Figure 1. Metal 2 (run 1).
(2 px per µm)
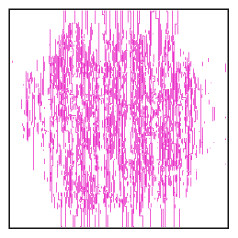
Figure 2. Metal layers overlaid (run 1).
(3 px per µm)
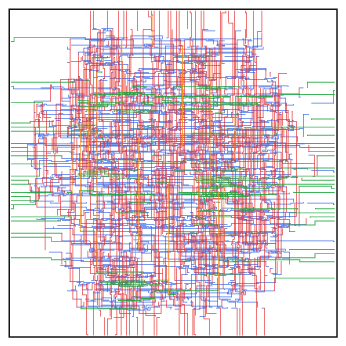
Figure 3. Clock nets (run 1).
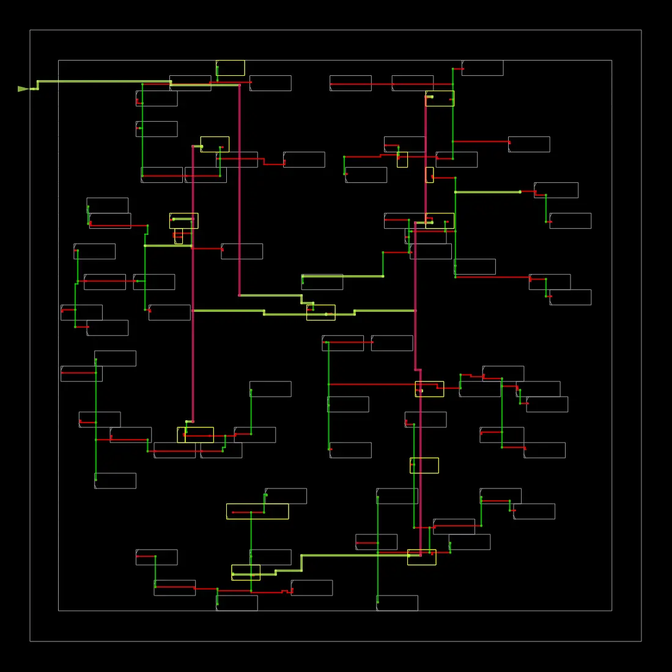
## config.mk

```make
export PLATFORM = sky130hd
export DESIGN_NAME = fetch_ctrl
export DESIGN_NICKNAME = d
export VERILOG_FILES = /design/src/rtl/fetch_ctrl.sv
export SDC_FILE = /design/constraint.sdc
export NUM_CORES = 1
export LEC_CHECK = 0
export ABC_CLOCK_PERIOD_IN_PS = 3650
export CAP_MARGIN = 10
export CORE_MARGIN = 5
export CORE_UTILIZATION = 49
export DETAILED_ROUTE_END_ITERATION = 8
export DONT_BUFFER_PORTS = 1
export PLACE_DENSITY = 0.69
export SYNTH_ARGS = -nofsm -noshare
export SYNTH_HDL_FRONTEND = slang
export SYNTH_SLANG_ARGS = --single-unit
```

## constraint.sdc

```tcl
create_clock -name clk -period 3.65 [get_ports clk]
set_clock_uncertainty 0.1 [all_clocks]
set_input_delay 0.73 -clock clk [delete_from_list [all_inputs] [get_ports clk]]
set_output_delay 0.73 -clock clk [all_outputs]
set_load 0.05 [all_outputs]
```

## src/rtl/fetch_ctrl.sv

```systemverilog
// rtl/fetch_ctrl.sv - fetch PC sequencer: next-PC arbitration, icache request, IF/ID stall/flush
module fetch_ctrl #(
    parameter int                XLEN     = 32,
    parameter logic [XLEN-1:0]   RESET_PC = 32'h4000_0000
) (
    input  logic            clk,
    input  logic            rst,
    input  logic            redirect_valid,
    input  logic [XLEN-1:0] redirect_target,
    input  logic            hazard_stall,
    input  logic            icache_stall,
    output logic [XLEN-1:0] icache_addr,
    output logic            icache_re,
    output logic [XLEN-1:0] fetch_pc,
    output logic            fetch_valid,
    output logic            pipe_stall,
    output logic            flush
);

    typedef enum logic [1:0] {BOOT, RUN, MISS, PEND} state_e;

    state_e          state_q, state_d;
    logic [XLEN-1:0] fetch_pc_q, pc_d;
    logic [XLEN-1:0] redir_q, redir_d;
    logic [XLEN-1:0] tgt;
    logic [XLEN-1:0] pc_inc;
    logic            serve;

    assign tgt    = redirect_target & ~{{(XLEN-2){1'b0}}, 2'b11};
    assign pc_inc = fetch_pc_q + {{(XLEN-3){1'b0}}, 3'b100};
    // The cycle a miss resolves, MISS hands out its data exactly like a RUN cycle.
    assign serve  = (state_q == RUN) || ((state_q == MISS) && !icache_stall);

    always_ff @(posedge clk) begin
        if (!rst) begin
            state_q    <= BOOT;
            fetch_pc_q <= RESET_PC;
            redir_q    <= '0;
        end else begin
            state_q    <= state_d;
            fetch_pc_q <= pc_d;
            redir_q    <= redir_d;
        end
    end

    always_comb begin
        state_d = state_q;
        redir_d = redir_q;
        case (state_q)
            BOOT: state_d = RUN;
            RUN, MISS: begin
                if (redirect_valid && icache_stall) begin
                    state_d = PEND;
                    redir_d = tgt;
                end else if (!serve || icache_stall) begin
                    state_d = MISS;
                end else begin
                    state_d = RUN;
                end
            end
            PEND: begin
                if (redirect_valid) redir_d = tgt;
                if (!icache_stall) state_d = RUN;
            end
            default: state_d = BOOT;
        endcase
    end

    // fetch_pc follows the presented address only when that address will be serviced.
    assign pc_d     = ((state_d == RUN) || (state_d == MISS)) ? icache_addr : fetch_pc_q;
    assign fetch_pc = fetch_pc_q;

    always_comb begin
        icache_re   = 1'b1;
        icache_addr = fetch_pc_q;
        pipe_stall  = 1'b1;
        fetch_valid = 1'b0;
        flush       = 1'b0;
        case (state_q)
            BOOT: icache_addr = RESET_PC;
            RUN, MISS: begin
                if (serve) begin
                    if (redirect_valid) begin
                        icache_addr = tgt;
                        flush       = 1'b1;
                        pipe_stall  = 1'b0;
                    end else if (icache_stall) begin
                        icache_addr = fetch_pc_q;
                    end else if (hazard_stall) begin
                        fetch_valid = 1'b1;
                    end else begin
                        icache_addr = pc_inc;
                        pipe_stall  = 1'b0;
                        fetch_valid = 1'b1;
                    end
                end else begin
                    flush = redirect_valid;
                end
            end
            PEND: begin
                flush       = redirect_valid;
                icache_addr = redirect_valid ? tgt : redir_q;
            end
            default: icache_addr = RESET_PC;
        endcase
        if (!rst) begin
            icache_re   = 1'b0;
            icache_addr = RESET_PC;
            pipe_stall  = 1'b1;
            fetch_valid = 1'b0;
            flush       = 1'b0;
        end
    end

endmodule
```

==> flow_summary.ini, run 1 <==
; physical design summary
[synthesis]
adder_share_pct = 1.31
netlist_top_cells_count = nand2_1, dfxtp_1, o21ai_0
ys_sh_aoi_pct = 30.8
yosys_area_um2 = 4780
ys_cells = 661
topCombFamilyByArea = AND-OR/OR-AND gates
ys_types = 71
ys_seq_share_pct = 27.7
top_cell = nand2_1
ys.flops = 66
synth_area_per_cell_um2 = 7.23
edf_count = 0
area_leaders = dfxtp_1, nand2_1, o21ai_0
top_area_share_pct = 27.7
ys_sh_xor_pct = 0.550
synthesis.nets = 703
async_reset_ff_share_pct = 0
syn_inst = 661
synth-warning-count = 0
syn_area_um2 = 4780
ys.flop_type = dfxtp_1
simple_gate_share_pct = 25.5
yosysTopAreaCell = dfxtp_1
mux_share_pct = 6.81

[detailed_routing]
drtPass1Iterations = 5
via_count = 5468
avgRoutedWirePerCell_um = 20.3
routed-wl-met2_um = 7800
drc = 0
vias_per_cell = 6.47
top_layer_used = met4
ant_nets = 0
m1WireLength_um = 6740
routed_wl_um = 17200
drt_iter0_markers = 501
wl_met3_um = 2090

[final_layout]
sh_seq_area_pct = 22.9
fin_util_pct = 60.0
area_delta_synth_final_pct = 21.0
sh_comb_area_pct = 55.3
buffer_area_share_pct = 14.2
n_antenna_cell = 0
largestClassByArea = combinational gates
regArea_um2 = 1330
num-nonclk-inverters = 19
final_nets = 749
n_fill_cell = 888
clock_area_share_pct = 3.42
layoutNonFillerInstCount = 845
num-multi-input-gates = 519
fin_area_um2 = 5780
drive_gt1_share_pct = 21.3
n_all_buffers = 92
logic_area_um2 = 3200

[power_and_ir_drop]
power.switching_w = 0.00101
power.group.top = combinational logic
p_clk_share_pct = 26.4
p_seq_share_pct = 34.8
peakVddDrop_uv = 257
intPower_w = 0.00145
leakage_nw = 2.05
seq-power_w = 0.000857
power_density_nw_per_um2 = 425
p_comb_w = 0.000954
fin_total_pwr_w = 0.00246
share_comb_of_total_power_pct = 38.8
p_sw_share_pct = 41.2

[sta]
min_period_ns = 3.61
setup_viol = 0
final-hold-violation-count = 0
tightestPinTransition_ns = 1.12
fmax_ghz = 0.277
max_slew_margin_pct = 25.3
post-route-period-util_pct = 98.9
fin_tns_setup_ns = 0
setup_ws_ns = 0.0418
slew_violations = 0
whs_ns = 0.362

[placement]
hpwl_um = 11900
dp.cells = 822
port_buffers = 0
routabilityCongestion = 0.966
place_area_um2 = 5480
pre_cts_ws_ns = 0.0772

[worst_setup_path]
crit_type = reg -> out
r2r_setup_slack_ns = 0.39
r2r_start = state_q[1]
endpoint = icache_addr[26]
required_ns = 2.82
worstPathMaxFanout = 8
r2r-end = fetch_pc[1]
reg2reg_depth = 9
slowest_stage = a31oi_1
worstSetupStartpoint = state_q[1]
crit_family = AND-OR/OR-AND gates
crit_path_max_incr_delay_ns = 0.51
cp-start-kind = flop
path_buffers = 4
arrival_ns = 2.78
path_cells = inv_1 -> ha_2 -> clkinv_1 -> buf_4 -> a31oi_1 -> a222oi_1 -> mux2_2 -> nor2_2 -> buf_12
critical_path_depth = 9
endpoint_kind = output pin

[job]
maxCapViolCount = 0
tool_warnings = 32

[floorplan]
io-pin-count = 105
row_count = 36
die_width_um = 109
die_area_um2 = 11800
initial_core_util_pct = 49.6
fp.dieH_um = 109
core_area_um2 = 9640
tap_cells = 133

[clock_network]
cts_tree = done
clk_pin_slew_ns = 0.07
cts_buffers = 9
cts_buffer_depth = 2
cts_max_level = 3
clock_latency_ns = 0.37
cts_resized = 2
cts_root_buffer = clkbuf_8
cts_hold_buffers = 0
post-cts-setup-buffers = 0

[global_routing]
use_met1_pct = 36.7
grt_overflow = 0
use_met3_pct = 7.93
grt_pass1_vias = 5110
grt_max_degree = 75
top_usage_layer = met2
grt_pass1_wl_um = 27000
antenna_found_initial = 0
grt_usage_pct = 29.2
gr-usage-met2_pct = 46.5

[worst_hold_path]
min_path_type = reg -> reg
min_to = redir_q[6]
hold_depth = 2
hp-start = redir_q[6]

[outcome]
status = finished clean
Back to the opening pictures, Figure 1:
share of all routed wire = 45%
nets with wire on the layer = 614

Back to the opening pictures, Figure 2:
blue -> met1  # wire length 6740 µm
red -> met2  # wire length 7800 µm
orange -> met4  # wire length 527 µm
green -> met3  # wire length 2090 µm

Back to the opening pictures, Figure 3:
clock-net power: 0.000649 W
clock buffers: 14
seq_cells: 66
CTS sink cnt: 66

==> run 1: layout by cell type, fill, tap and decap left out, types with 8 or more instances in the layout <==
| cell | netlist | routed |
|---|---|---|
| nor2_1 | 47 | 42 |
| mux2i_1 | 22 | 22 |
| inv_1 | 18 | 17 |
| a21oi_1 | 41 | 39 |
| nand2_1 | 119 | 118 |
| nand4_1 | 9 | 9 |
| a211oi_1 | 9 | 9 |
| nor3_1 | 18 | 17 |
| buf_12 | 0 | 10 |
| buf_4 | 4 | 81 |
| a21boi_0 | 31 | 31 |
| a22oi_1 | 8 | 8 |
| mux2_2 | 8 | 8 |
| clkbuf_8 | 0 | 11 |
| o22ai_1 | 15 | 13 |
| nand3_1 | 17 | 16 |
| dfxtp_1 | 66 | 63 |
| o21ai_0 | 48 | 45 |
| a31oi_1 | 9 | 9 |
--- run 2 (diff from run 1) ---
- ABC_CLOCK_PERIOD_IN_PS: 3650 -> 3200
- PLACE_DENSITY: 0.69 -> 0.71
- clock period: 3.65 -> 3.2 ns (I/O delays scaled with it)
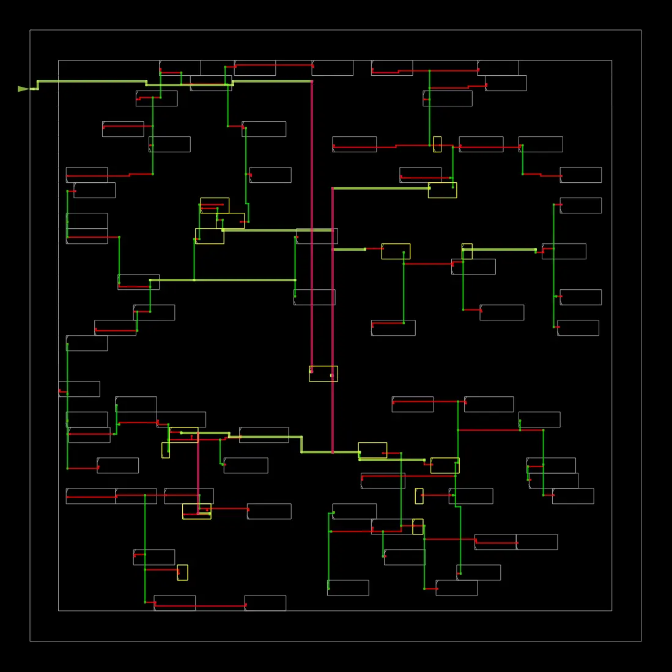
Figure 4: run 2, clock nets.
Skew-Pair Late Insertion Delay: 0.35 ns
clock buffer count from CTS: 9

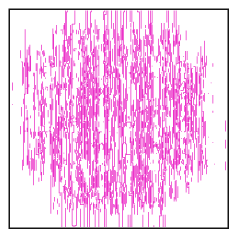
Figure 5: run 2, metal 2.
(2 px per µm)
nets with wire on the layer = 658
main direction = vertical
share of all routed wire = 46%

==> flow_summary.ini, run 2 <==
; physical design summary
[synthesis]
simple_gate_share_pct = 25.5
async_reset_ff_share_pct = 0
ys.flops = 66
ys_types = 71
ys_cells = 661
syn_area_um2 = 4780
mux_share_pct = 6.81
adder_share_pct = 1.31
ys_sh_aoi_pct = 30.8
yosys_area_um2 = 4780
edf_count = 0
synthesis.nets = 703
topCombFamilyByArea = AND-OR/OR-AND gates
netlist_top_cells_count = nand2_1, dfxtp_1, o21ai_0
ys_sh_xor_pct = 0.550
top_cell = nand2_1
yosysTopAreaCell = dfxtp_1

[power_and_ir_drop]
share_comb_of_total_power_pct = 44.7
clock_power_w = 0.000642
power.switching_w = 0.00125
power.group.top = combinational logic
p_clk_share_pct = 22.1
leakage_nw = 2.46
intPower_w = 0.00166
fin_total_pwr_w = 0.00291

[worst_setup_path]
required_ns = 2.46
endpoint = icache_addr[14]
arrival_ns = 2.48
critical_path_depth = 9
crit_family = simple AND/OR/NAND/NOR gates
worstSetupStartpoint = fetch_pc[3]
path_buffers = 2
r2r_start = state_q[0]
path_cells = ha_4 -> nand3_4 -> or4_4 -> buf_6 -> o21ai_2 -> o2111ai_1 -> o22a_1 -> nor2_2 -> buf_12
crit_type = reg -> out
r2r-end = fetch_pc[1]
cp-start-kind = flop
r2r_setup_slack_ns = 0.55
crit_path_max_incr_delay_ns = 0.58

[detailed_routing]
vias_per_cell = 6.40
drc = 0
ant_nets = 0
drt_iter0_markers = 529

[final_layout]
fin_util_pct = 69.8
n_fill_cell = 779
largestClassByArea = combinational gates
ff_count = 66
buffer_area_share_pct = 19.4
regArea_um2 = 1370
n_all_buffers = 133
n_antenna_cell = 0
sh_comb_area_pct = 54.2
logic_area_um2 = 3640
area_delta_synth_final_pct = 40.7
clock_area_share_pct = 2.44
sh_seq_area_pct = 20.4
clockBufferCount = 13

[outcome]
status = finished, violations left
failed_checks = negative setup slack

[floorplan]
io-pin-count = 105
initial_core_util_pct = 49.6
die_area_um2 = 11800
tap_cells = 133
core_area_um2 = 9640
fp.dieH_um = 109
row_count = 36
die_width_um = 109

[sta]
setup_ws_ns = -0.0156
setup_viol = 4
fmax_ghz = 0.311
final-hold-violation-count = 0
post-route-period-util_pct = 100
max_slew_margin_pct = 34.9
tightestPinTransition_ns = 0.973

[global_routing]
grt_max_degree = 75
grt_pass1_wl_um = 28100
grt_usage_pct = 30.5
antenna_found_initial = 0
grt_overflow = 0

[worst_hold_path]
hold_depth = 2
hp-start = redirect_target[25]
min_to = redir_q[25]

[clock_network]
clk_pin_slew_ns = 0.08
cts_root_buffer = clkbuf_8
clkSinkCount = 66
cts_hold_buffers = 0
cts_buffer_depth = 2

[placement]
port_buffers = 0
hpwl_um = 12600
pre_cts_ws_ns = -0.121

[job]
tool_warnings = 34
maxCapViolCount = 0
-- run 2: netlist changes by cell type in the layout (fill, tap and decap cells not counted), moves of 5 or more --
cell     delta
buf_4      +20
dfxtp_2    +11
dfxtp_4     +8
buf_12     +11
nor2_4      +6
nor2_2      +5
buf_6      +10
nor3_1      -5
nor2_1     -10
dfxtp_1    -19
o22ai_1     -5
-- run 2: routing by layer --
layer,share of wire [%],GRT usage [%]
met5,0,0
met4,2.9,13.4
met3,11,7.82
met2,46,47.4
met1,40,39.9
-- run 2: through the flow --
stage / instances / cell area (µm²) / hold WS [ns]
final: 887 / 6720 / 0.324
after global routing: 887 / 6720 / 0.307
after CTS: 866 / 6330 / 0.322
after detailed placement: 842 / 5880 / 0.356
after global placement: 842 / 5880 / 0.349
after floorplan: 661 / 4950 / 0.339
--- run 3 (diff from run 2) ---
- ABC_CLOCK_PERIOD_IN_PS: 3200 -> 3950
- PLACE_DENSITY: 0.71 -> 0.69
- clock period: 3.2 -> 3.95 ns (I/O delays scaled with it)
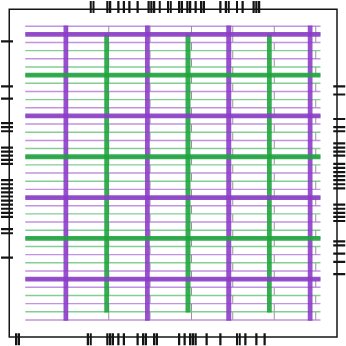
Figure 6: run 3, PDN straps and rails.
(3 px per µm) Pins as bars on the die edge. Tap cells in gray.
green -> VDD
purple -> VSS
met4 straps = 7
met1 rails = 37

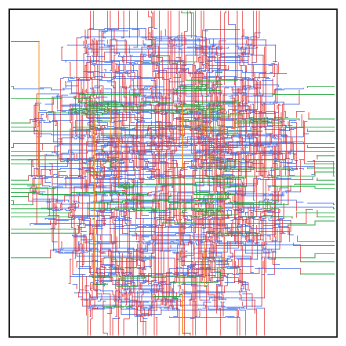
Figure 7: run 3, metal layers overlaid.
(3 px per µm)
red -> met2  # wire length 7680 µm
green -> met3  # wire length 2190 µm
blue -> met1  # wire length 6740 µm
orange -> met4  # wire length 503 µm

==> flow_summary.ini, run 3 <==
; physical design summary
[sta]
tightestPinTransition_ns = 0.972
setup_viol = 0
whs_ns = 0.362
slew_violations = 0
fmax_ghz = 0.264
setup_ws_ns = 0.168

[synthesis]
simple_gate_share_pct = 25.5
yosysTopAreaCell = dfxtp_1
ys_types = 71
mux_share_pct = 6.81
ys.flops = 66
edf_count = 0
adder_share_pct = 1.31
ys_seq_share_pct = 27.7
syn_inst = 661
top_area_share_pct = 27.7
yosys_area_um2 = 4780
syn_area_um2 = 4780

[detailed_routing]
ant_nets = 0
avgRoutedWirePerCell_um = 20.5
via_count = 5385
drc = 0
wl_met3_um = 2190
drtPass1Iterations = 5
drt_iter0_markers = 560
routed_wl_um = 17100
top_layer_used = met4

[final_layout]
num-nonclk-inverters = 19
sh_seq_area_pct = 23.9
drive_gt1_share_pct = 17.6
clockBufferCount = 12
fin_area_um2 = 5530
layout_top_cell = nand2_1
final_cell_mix = nand2_1, buf_4, dfxtp_1
layoutNonFillerInstCount = 833
logic_area_um2 = 3140
n_fill_cell = 928
largestClassByArea = combinational gates
regArea_um2 = 1320

[worst_setup_path]
crit_type = reg -> out
r2r_start = state_q[1]
worstPathMaxFanout = 9
r2r_setup_slack_ns = 0.92
reg2reg_depth = 9
worstSetupStartpoint = fetch_pc[15]
r2r-end = fetch_pc[3]
endpoint_kind = output pin
required_ns = 3.06

[power_and_ir_drop]
fin_total_pwr_w = 0.00224
p_seq_share_pct = 34.8
power.switching_w = 0.000942
peakVddDrop_uv = 218
p_sw_share_pct = 42.1
p_comb_w = 0.000836
share_comb_of_total_power_pct = 37.4
leakage_nw = 1.97
intPower_w = 0.00129

[clock_network]
cts_hold_buffers = 0
clk_pin_slew_ns = 0.08
clock_latency_ns = 0.37
cts_buffers = 9
clkSinkCount = 66
cts_tree = done
cts_buffer_depth = 2

[floorplan]
die_width_um = 109
io-pin-count = 105
fp.dieH_um = 109
tap_cells = 133
row_count = 36

[placement]
port_buffers = 0
hpwl_um = 11700
dp.cells = 817

[global_routing]
grt_pass1_wl_um = 27200
antenna_found_initial = 0

[worst_hold_path]
hold_depth = 2
hp-start = redir_q[2]

[job]
maxCapViolCount = 0

[outcome]
status = finished clean
## run 3: cell counts after synthesis
Identical to the previous run, type by type.
## run 3: critical path, cell delays in order, from the launching register on
cell and delay [ns]:
dfxtp_1 0.52, nand4_1 0.22, nor4_1 0.43, buf_4 0.20, nand2_1 0.11, or4b_1 0.52, o311ai_0 0.14, o22ai_1 0.16
buf_4 0.22
## run 3: how the worst max path moves through the flow
stage                            endpoint  cells past startpoint
after CTS                 icache_addr[27]                      8
after global routing      icache_addr[22]                      8
final                     icache_addr[27]                      8
after detailed placement  icache_addr[21]                      5
after floorplan           icache_addr[18]                      9
after global placement    icache_addr[25]                      7
## run 3: layer usage
metal / GRT usage (%) / vias up
met5: 0 / -
met4: 13.0 / 0
met3: 8.64 / 53
met2: 46.2 / 354
met1: 37.3 / 2506
li1: - / 2472
Power figures rest on the tool's default switching activity, not on a simulated workload.
